`src/rtl/inst_sequencer.sv`:
```
// Instruction sequencer: buffers a short program and issues it to the PE array, then drains.
// Define SEQ_LOOP_EN to run loop_cnt back-to-back passes; otherwise exactly one pass runs.
module inst_sequencer #(
   parameter int INST_WIDTH = 64,
   parameter int IMEM_DEPTH = 16,
   parameter int ADDR_WIDTH = 4,
   parameter int DRAIN      = 6
) (
   input  logic                  clk,
   input  logic                  rst,
   input  logic                  wr_en,
   input  logic [ADDR_WIDTH-1:0] wr_addr,
   input  logic [INST_WIDTH-1:0] wr_inst,
   input  logic [ADDR_WIDTH:0]   prog_len,
   input  logic [7:0]            loop_cnt,
   input  logic                  start,
   input  logic                  stall,
   output logic                  inst_v,
   output logic [INST_WIDTH-1:0] inst,
   output logic [ADDR_WIDTH-1:0] pc,
   output logic                  busy,
   output logic                  done
);

   localparam int LW = ADDR_WIDTH + 1;
   localparam int DW = (DRAIN > 1) ? $clog2(DRAIN) : 1;
   localparam logic [LW-1:0] DEPTH_L    = LW'(IMEM_DEPTH);
   localparam logic [DW-1:0] DRAIN_LAST = DW'(DRAIN - 1);

   typedef enum logic [1:0] {
      S_IDLE,
      S_RUN,
      S_DRAIN,
      S_DONE
   } state_t;

   state_t                state_q, state_d;
   logic [ADDR_WIDTH-1:0] pc_q, pc_d;
   logic [LW-1:0]         len_q, len_d;
   logic [INST_WIDTH-1:0] inst_q, inst_d;
   logic                  inst_v_q, inst_v_d;
   logic                  busy_q, busy_d;
   logic                  done_q, done_d;
   logic [DW-1:0]         drain_q, drain_d;

   logic [INST_WIDTH-1:0] imem_q [IMEM_DEPTH];

   logic start_run;
   logic last_entry;
   logic pass_end;
   logic final_pass;

   assign start_run  = (state_q == S_IDLE) && start && (prog_len != '0);
   assign last_entry = ({1'b0, pc_q} == (len_q - LW'(1)));
   assign pass_end   = (state_q == S_RUN) && !stall && last_entry;

   // Buffer survives reset on purpose so a program can be rerun after an abort.
   always_ff @(posedge clk) begin
      if ((state_q == S_IDLE) && wr_en) begin
         imem_q[wr_addr] <= wr_inst;
      end
   end

`ifdef SEQ_LOOP_EN
   logic [7:0] loop_q, loop_d;
   logic [7:0] pass_q, pass_d;

   assign final_pass = (pass_q == (loop_q - 8'd1));

   always_comb begin
      loop_d = loop_q;
      pass_d = pass_q;
      if (start_run) begin
         loop_d = (loop_cnt == '0) ? 8'd1 : loop_cnt;
         pass_d = '0;
      end else if (pass_end) begin
         pass_d = final_pass ? '0 : pass_q + 8'd1;
      end
   end

   always_ff @(posedge clk or posedge rst) begin
      if (rst) begin
         loop_q <= '0;
         pass_q <= '0;
      end else begin
         loop_q <= loop_d;
         pass_q <= pass_d;
      end
   end
`else
   logic loop_cnt_unused;
   logic start_run_unused;
   logic pass_end_unused;

   assign final_pass       = 1'b1;
   assign loop_cnt_unused  = ^loop_cnt;
   assign start_run_unused = start_run;
   assign pass_end_unused  = pass_end;
`endif

   always_comb begin
      state_d  = state_q;
      pc_d     = pc_q;
      len_d    = len_q;
      inst_d   = inst_q;
      inst_v_d = 1'b0;
      done_d   = 1'b0;
      drain_d  = drain_q;
      case (state_q)
         S_IDLE: begin
            if (start) begin
               if (prog_len == '0) begin
                  state_d = S_DONE;
                  done_d  = 1'b1;
               end else begin
                  state_d = S_RUN;
                  pc_d    = '0;
                  len_d   = (prog_len > DEPTH_L) ? DEPTH_L : prog_len;
               end
            end
         end
         S_RUN: begin
            if (!stall) begin
               inst_d   = imem_q[pc_q];
               inst_v_d = 1'b1;
               if (last_entry) begin
                  pc_d = '0;
                  if (final_pass) begin
                     state_d = S_DRAIN;
                     drain_d = '0;
                  end
               end else begin
                  pc_d = pc_q + ADDR_WIDTH'(1);
               end
            end
         end
         S_DRAIN: begin
            if (drain_q == DRAIN_LAST) begin
               state_d = S_DONE;
               done_d  = 1'b1;
               drain_d = '0;
            end else begin
               drain_d = drain_q + DW'(1);
            end
         end
         S_DONE: begin
            state_d = S_IDLE;
         end
         default: begin
            state_d = S_IDLE;
         end
      endcase
      busy_d = (state_d != S_IDLE);
   end

   always_ff @(posedge clk or posedge rst) begin
      if (rst) begin
         state_q  <= S_IDLE;
         pc_q     <= '0;
         len_q    <= '0;
         inst_q   <= '0;
         inst_v_q <= 1'b0;
         busy_q   <= 1'b0;
         done_q   <= 1'b0;
         drain_q  <= '0;
      end else begin
         state_q  <= state_d;
         pc_q     <= pc_d;
         len_q    <= len_d;
         inst_q   <= inst_d;
         inst_v_q <= inst_v_d;
         busy_q   <= busy_d;
         done_q   <= done_d;
         drain_q  <= drain_d;
      end
   end

   assign inst_v = inst_v_q;
   assign inst   = inst_q;
   assign pc     = pc_q;
   assign busy   = busy_q;
   assign done   = done_q;

endmodule

```
`config.mk`:
```
export PLATFORM = sky130hd
export DESIGN_NAME = inst_sequencer
export DESIGN_NICKNAME = d
export VERILOG_FILES = /design/src/rtl/inst_sequencer.sv
export SDC_FILE = /design/constraint.sdc
export NUM_CORES = 1
export LEC_CHECK = 0
export CAP_MARGIN = 20
export CORE_ASPECT_RATIO = 0.5
export CORE_MARGIN = 3
export CORE_UTILIZATION = 55
export DETAILED_ROUTE_END_ITERATION = 6
export PLACE_DENSITY = 0.76
export SLEW_MARGIN = 20
export SYNTH_ARGS = -nofsm -noshare
export SYNTH_HDL_FRONTEND = slang
export SYNTH_SLANG_ARGS = --single-unit
```
`constraint.sdc`:
```
create_clock -name clk -period 5.9 [get_ports clk]
set_input_delay 0.59 -clock clk [delete_from_list [all_inputs] [get_ports clk]]
set_output_delay 0.59 -clock clk [all_outputs]
set_load 0.02 [all_outputs]
```
met1.png
Scale bar: 100 um.
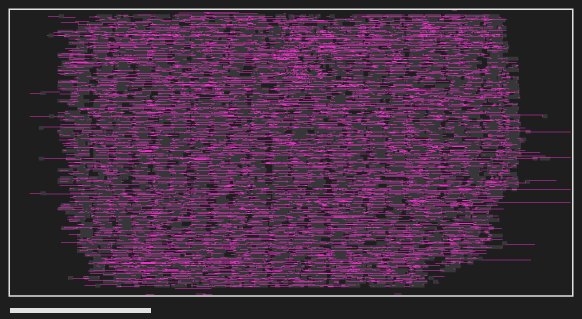
nets with wire on the layer: 2167
share of all routed wire: 40%
main direction: horizontal
wire length on this layer: 35.8 mm
longest straight run: 58.4 um
met1 usage: 0.319
final WL: 90300 um
via count: 20293

final_congestion.png
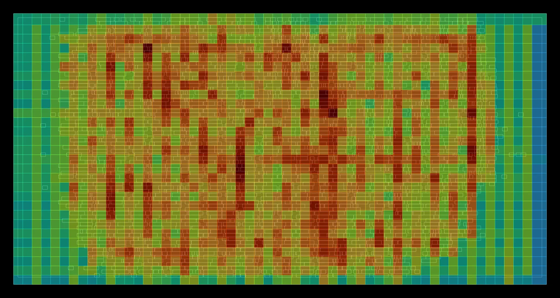
final core area utilization: 0.638
layer with the highest usage: met2
met2 usage in global routing: 0.375

==> run_results.csv <==
group,metric,value,unit
run_status,status,"completed",
clocking,clock_tree.root_cell,"clkbuf_16",
detailed_routing,highest_layer,"met5",
synth,syn_nets,2080,
clocking,tritoncts,"yes",
clocking,ctsResizeCount,0,
critical_path,cp_num_buf_inv,2,
synth,simple_gate_area_frac,0.0148,
synth,top_cell_area_share,0.731,
global_routing,grt.overflow.total,0,
sta,skew,0.0187,ns
run,openroad.warnings,37,
pwr,powerDensity,429,mW/mm^2
critical_path,cp_slowest_stage_delay,0.66,ns
synth,yosysWarnings,0,
detailed_routing,viasPerCell,6.20,
synth,xor_area_frac,0.00104,
pwr,p_leak,15.8,nW
clocking,cts-buffers-inserted,93,
detailed_routing,drc,0,
synth,ys_ff,1105,
critical_path,worstPathRequired,6.43,ns
clocking,cts_max_level,3,
cells_and_area,comb_area,0.00898,mm^2
pwr,total_power,20.7,mW
global_routing,grt_pass1_wl,135000,um
sta,fin_crit_sh,0.542,
placement,place_hpwl,42300,um
synth,top_cells_by_area,"edfxtp_1 73%, mux4_2 11%, dfrtp_1 4.8%",
synth,syn_inst,1992,
sta,finalCriticalPeriod,3.20,ns
sta,finalHoldViolCount,0,
sta,setup_slack,2.70,ns
floorplanning,fp.dieH,202,um
critical_path,cp-endpoint,"inst[11]",
global_routing,antenna_found_initial,6,
synth,aoi_share,0.0321,
clocking,cts_sinks,1105,
metal_stack.png
Scale bar: 100 um. Only two layers are drawn.
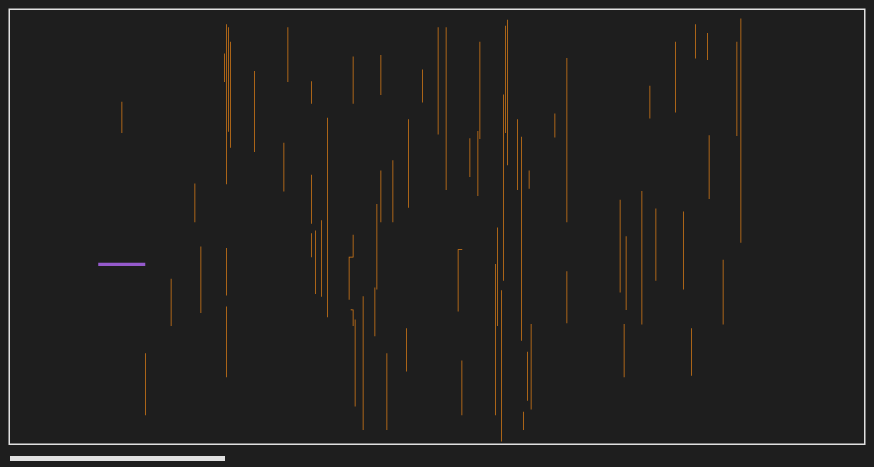
legend:
  orange:
    layer: met4
    wire_length: 2560 um
  purple:
    layer: met5
    wire_length: 20.2 um
WL per Instance: 27.6 um
GRT Overall Usage: 0.230

-- cell type report --
| cell class | instances | area share |
|---|---|---|
| Antenna cell | 5 | 0.000260 |
| Clock buffer | 122 | 0.0542 |
| Clock inverter | 52 | 0.0115 |
| Inverter | 6 | 0.000572 |
| Multi-Input combinational cell | 778 | 0.186 |
| Sequential cell | 1105 | 0.681 |
| Tap cell | 1022 | 0.0266 |
| Timing Repair Buffer | 185 | 0.0396 |
-- state kept, by name (all words and copies together), names as in the netlist --
signal,count
busy,1
done,1
drain_q,3
imem_q,1024
inst,64
inst_v,1
len_q,5
pc,4
state_q,2
-- Yosys cell counts (all sizes together), types with 2 or more instances --
| master | n |
|---|---|
| a21o | 14 |
| a21oi | 53 |
| a22o | 2 |
| a32o | 2 |
| buf | 53 |
| clkbuf | 50 |
| dfrtp | 81 |
| edfxtp | 1024 |
| ha | 2 |
| inv | 6 |
| mux2 | 73 |
| mux2i | 130 |
| mux4 | 208 |
| nand2 | 15 |
| nand2b | 7 |
| nand3 | 4 |
| nand4 | 3 |
| nor2 | 68 |
| nor3 | 31 |
| o21ai | 60 |
| o21bai | 24 |
| o22ai | 61 |
| or2 | 2 |
| or3 | 2 |
| or3b | 3 |
| xnor2 | 5 |
-- logic make-up after synthesis --
| family | after synthesis |
|---|---|
| mux | 411 |
| simple gates | 138 |
| fa+ha+maj | 2 |
| flops | 1105 |
| compound gates | 222 |
| buf+inv | 109 |
| xor+xnor | 5 |
-- through the flow --
step           instances  hold WS [ns]  cell area [um^2]
2_1_floorplan       1992         0.473             42100
3_3_place_gp        3096         0.475             45000
3_5_place_dp        3096         0.470             45000
4_1_cts             3270         0.484             48100
5_1_grt             3275         0.508             48200
6_report            3275         0.485             48200
-- worst min-delay path by stage --
stage	cells after the start	endpoint	slack, ns	startpoint
2_1_floorplan	2	len_q[1]	0.47	len_q[1]
3_3_place_gp	1	inst[32]	0.48	inst[32]
3_5_place_dp	1	inst[32]	0.47	inst[32]
4_1_cts	1	inst[32]	0.48	inst[32]
5_1_grt	2	inst[51]	0.51	rst
6_report	2	inst[60]	0.48	rst
-- power by group --
group | internal, mW | switching, mW
logic | 2.56 | 2.53
registers | 8.86 | 0.372
clock network | 3.61 | 2.72
total | 15.0 | 5.63
-- layer usage --
layer,vias to the layer above,GRT usage
met1,10641,0.319
met3,164,0.0395
met4,2,0.0789
met5,-,0
li1,8579,-
met2,907,0.375
No activity file was given, so power comes from the tool's default toggle rates.
